Layout detail:
Window x 20 to 70, y 38 to 88 µm. Cells in grey, sequential cells in the stronger grey; small squares are vias.
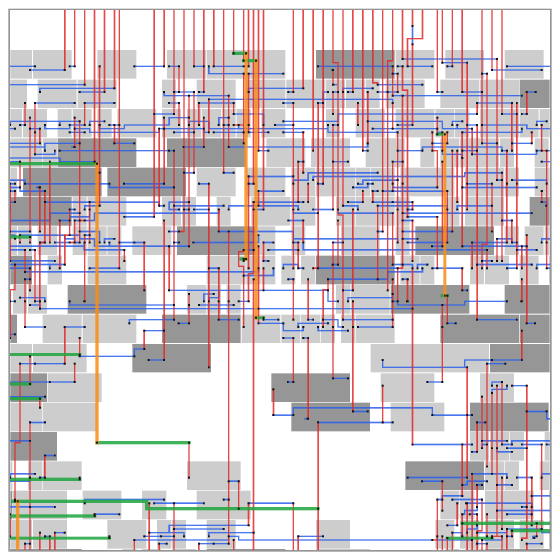
Wire density map:
(4 px per µm) The die is cut into 18 by 18 equal tiles; dark purple is low, yellow is high, scaled to the fullest tile. Values are wire area over tile area, all layers added.
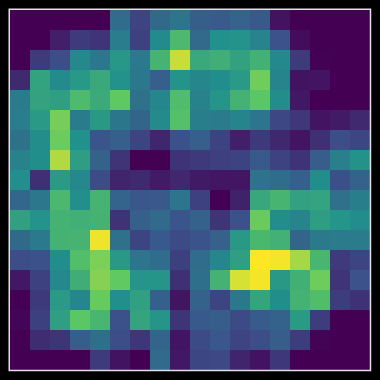
Floorplan with the power grid:
(6 px per µm) Pins as bars on the die edge.
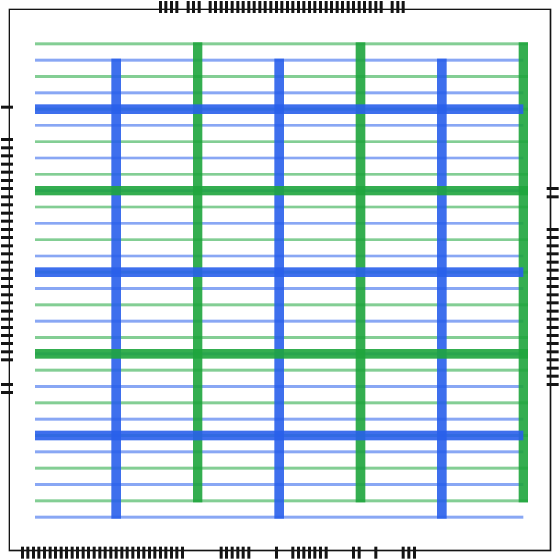
Cell placement:
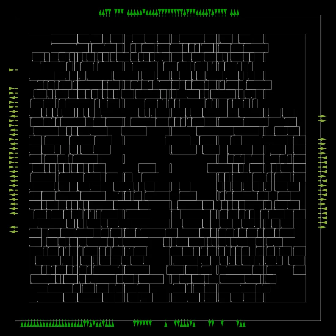
--- config.mk ---
export PLATFORM = sky130hd
export DESIGN_NAME = inst_fetch
export DESIGN_NICKNAME = d
export VERILOG_FILES = /design/src/rtl/inst_fetch.sv
export SDC_FILE = /design/constraint.sdc
export NUM_CORES = 1
export LEC_CHECK = 0
export CAP_MARGIN = 30
export CORE_MARGIN = 4
export CORE_UTILIZATION = 43
export DETAILED_ROUTE_END_ITERATION = 16
export GPL_ROUTABILITY_DRIVEN = 0
export PLACE_DENSITY = 0.91
export SYNTH_ARGS = -nofsm -noshare
export SYNTH_HDL_FRONTEND = slang
export SYNTH_SLANG_ARGS = --single-unit
--- constraint.sdc ---
create_clock -name clk -period 5.6 [get_ports clk]
set_input_delay 0.56 -clock clk [delete_from_list [all_inputs] [get_ports clk]]
set_output_delay 0.56 -clock clk [all_outputs]
set_load 0.03 [all_outputs]
--- src/rtl/inst_fetch.sv ---
// inst_fetch: instruction fetch stage.
//   Drives the instruction memory address from the PC register. The memory
//   returns the instruction word combinationally in the same cycle. Each
//   fetch_req moves the stage through a one-cycle FETCH, which latches the
//   word into ir, advances pc and pulses ir_valid. The stage stops
//   permanently when it fetches HALT_WORD; only rst releases it.
// Ports:
//   clk, rst     - clock; synchronous active-high reset
//   addra        - word address to instruction memory (equal to pc)
//   douta        - instruction word from memory
//   fetch_req    - request to fetch the next instruction
//   redirect     - load a non-sequential pc (accepted in IDLE or HOLD only)
//   pc_src       - redirect select: 0 = branch (pc + offset), 1 = jump
//   branch_off   - signed word offset; only the low 8 bits matter mod 256
//   jump_target  - jump field; bits [7:0] form the new pc
//   ir, ir_valid - instruction register; one-cycle pulse after each fetch
//   pc, halted   - PC register; high while halted
//   inst_count   - saturating count of fetched instructions
module inst_fetch #(
  parameter logic [7:0]  RESET_PC  = 8'd0,
  parameter logic [31:0] HALT_WORD = 32'hffffffff
) (
  input  logic        clk,
  input  logic        rst,
  output logic [7:0]  addra,
  input  logic [31:0] douta,
  input  logic        fetch_req,
  input  logic        redirect,
  input  logic        pc_src,
  input  logic [15:0] branch_off,
  input  logic [25:0] jump_target,
  output logic [31:0] ir,
  output logic        ir_valid,
  output logic [7:0]  pc,
  output logic        halted,
  output logic [15:0] inst_count
);

  typedef enum logic [1:0] {
    IDLE  = 2'd0,
    FETCH = 2'd1,
    HOLD  = 2'd2,
    HALT  = 2'd3
  } state_t;

  state_t state, state_next;

  // Only the low byte of the offset and jump field reaches the 8-bit pc.
  logic unused_bits;
  assign unused_bits = ^{branch_off[15:8], jump_target[25:8]};

  always_ff @(posedge clk) begin
    if (rst) begin
      state <= IDLE;
    end else begin
      state <= state_next;
    end
  end

  always_comb begin
    state_next = state;
    case (state)
      IDLE, HOLD: if (fetch_req) state_next = FETCH;
      FETCH:      state_next = (douta == HALT_WORD) ? HALT : HOLD;
      HALT:       state_next = HALT;
      default:    state_next = IDLE;
    endcase
  end

  always_ff @(posedge clk) begin
    if (rst) begin
      pc         <= RESET_PC;
      ir         <= '0;
      ir_valid   <= 1'b0;
      inst_count <= '0;
    end else begin
      ir_valid <= 1'b0;
      case (state)
        IDLE, HOLD: begin
          // A redirect in the same cycle as fetch_req lands before the
          // FETCH cycle, so that fetch uses the redirected pc.
          if (redirect) begin
            pc <= pc_src ? jump_target[7:0] : pc + branch_off[7:0];
          end
        end
        FETCH: begin
          ir       <= douta;
          ir_valid <= 1'b1;
          if (inst_count != '1) inst_count <= inst_count + 16'd1;
          // A halt word leaves pc pointing at the halt instruction.
          if (douta != HALT_WORD) pc <= pc + 8'd1;
        end
        default: ;
      endcase
    end
  end

  assign addra  = pc;
  assign halted = (state == HALT);

endmodule

==> metrics.cfg <==
[global_routing]
met2_usage_pct=33.77
grt_overflow=0
grt_first_pass_wirelength_mm=13.19

[clocking]
cts_buffer_depth=2
cts_tree=done
ctsHoldBuffers=0

[timing]
setup_violations=0
rsz0062_at_grt=no
slew_headroom_pct=31.33
period_used_pct=45.79

[synth]
synth_flops=59
synth_area_um2=2888
synth.distinct_cells=47
yosys-top-cells-count=nand2_1 (76), dfxtp_1 (59), a21oi_1 (48), nor2_1 (28), nand4_1 (18)

[setup_path]
r2r-start=addra[0]
critPathMaxFanout=2

[run_status]
status=finished clean

[cells_and_area]
final-nonclk-buf-share_pct=27.94
seq_cells=59
nClkBuffers=13
lay_top_cells=clkdlybuf4s50_1 (117), nand2_1 (76), dfxtp_1 (59)

[detailed_routing]
wl_met1_mm=3.351
wl_met3_um=591

[floorplan]
dieArea_um2=8091

[placement]
dp_slack_ns=2.761

[hold_path]
whs_path_depth=2

About 'layout detail':
colour	layer
green	met3
red	met2
blue	met1
orange	met4
netlist names of flops here include	`ir` (18), `addra` (3)
sequential cells in the window	21
cells with their middle in the window	168
most frequent	clkdlybuf4s50_1 (47), nand2_1 (43), a21oi_1 (23)

About 'wire density map':
emptiest ninth of the die	north-east
nearly empty tiles	13%
tiles over half the peak	27%
mean over tiles	0.16
fullest tile	0.48
WL final: 8.055 mm
Vias: 2929
routed wire length per instance: 14.67 µm
GRT Total Usage: 19.37%

About 'floorplan with the power grid':
colour	net
blue	VSS
green	VDD
met5 straps	5
signal pins	145
die width: 89.95 µm
Max IR drop VDD: 0.1875 mV
core footprint: 6422 µm²
die height: 89.95 µm

About 'cell placement':
Tapcells: 77
Filler Cell Count: 539
Final Util: 66.37%

Power and IR drop assume default switching activity.
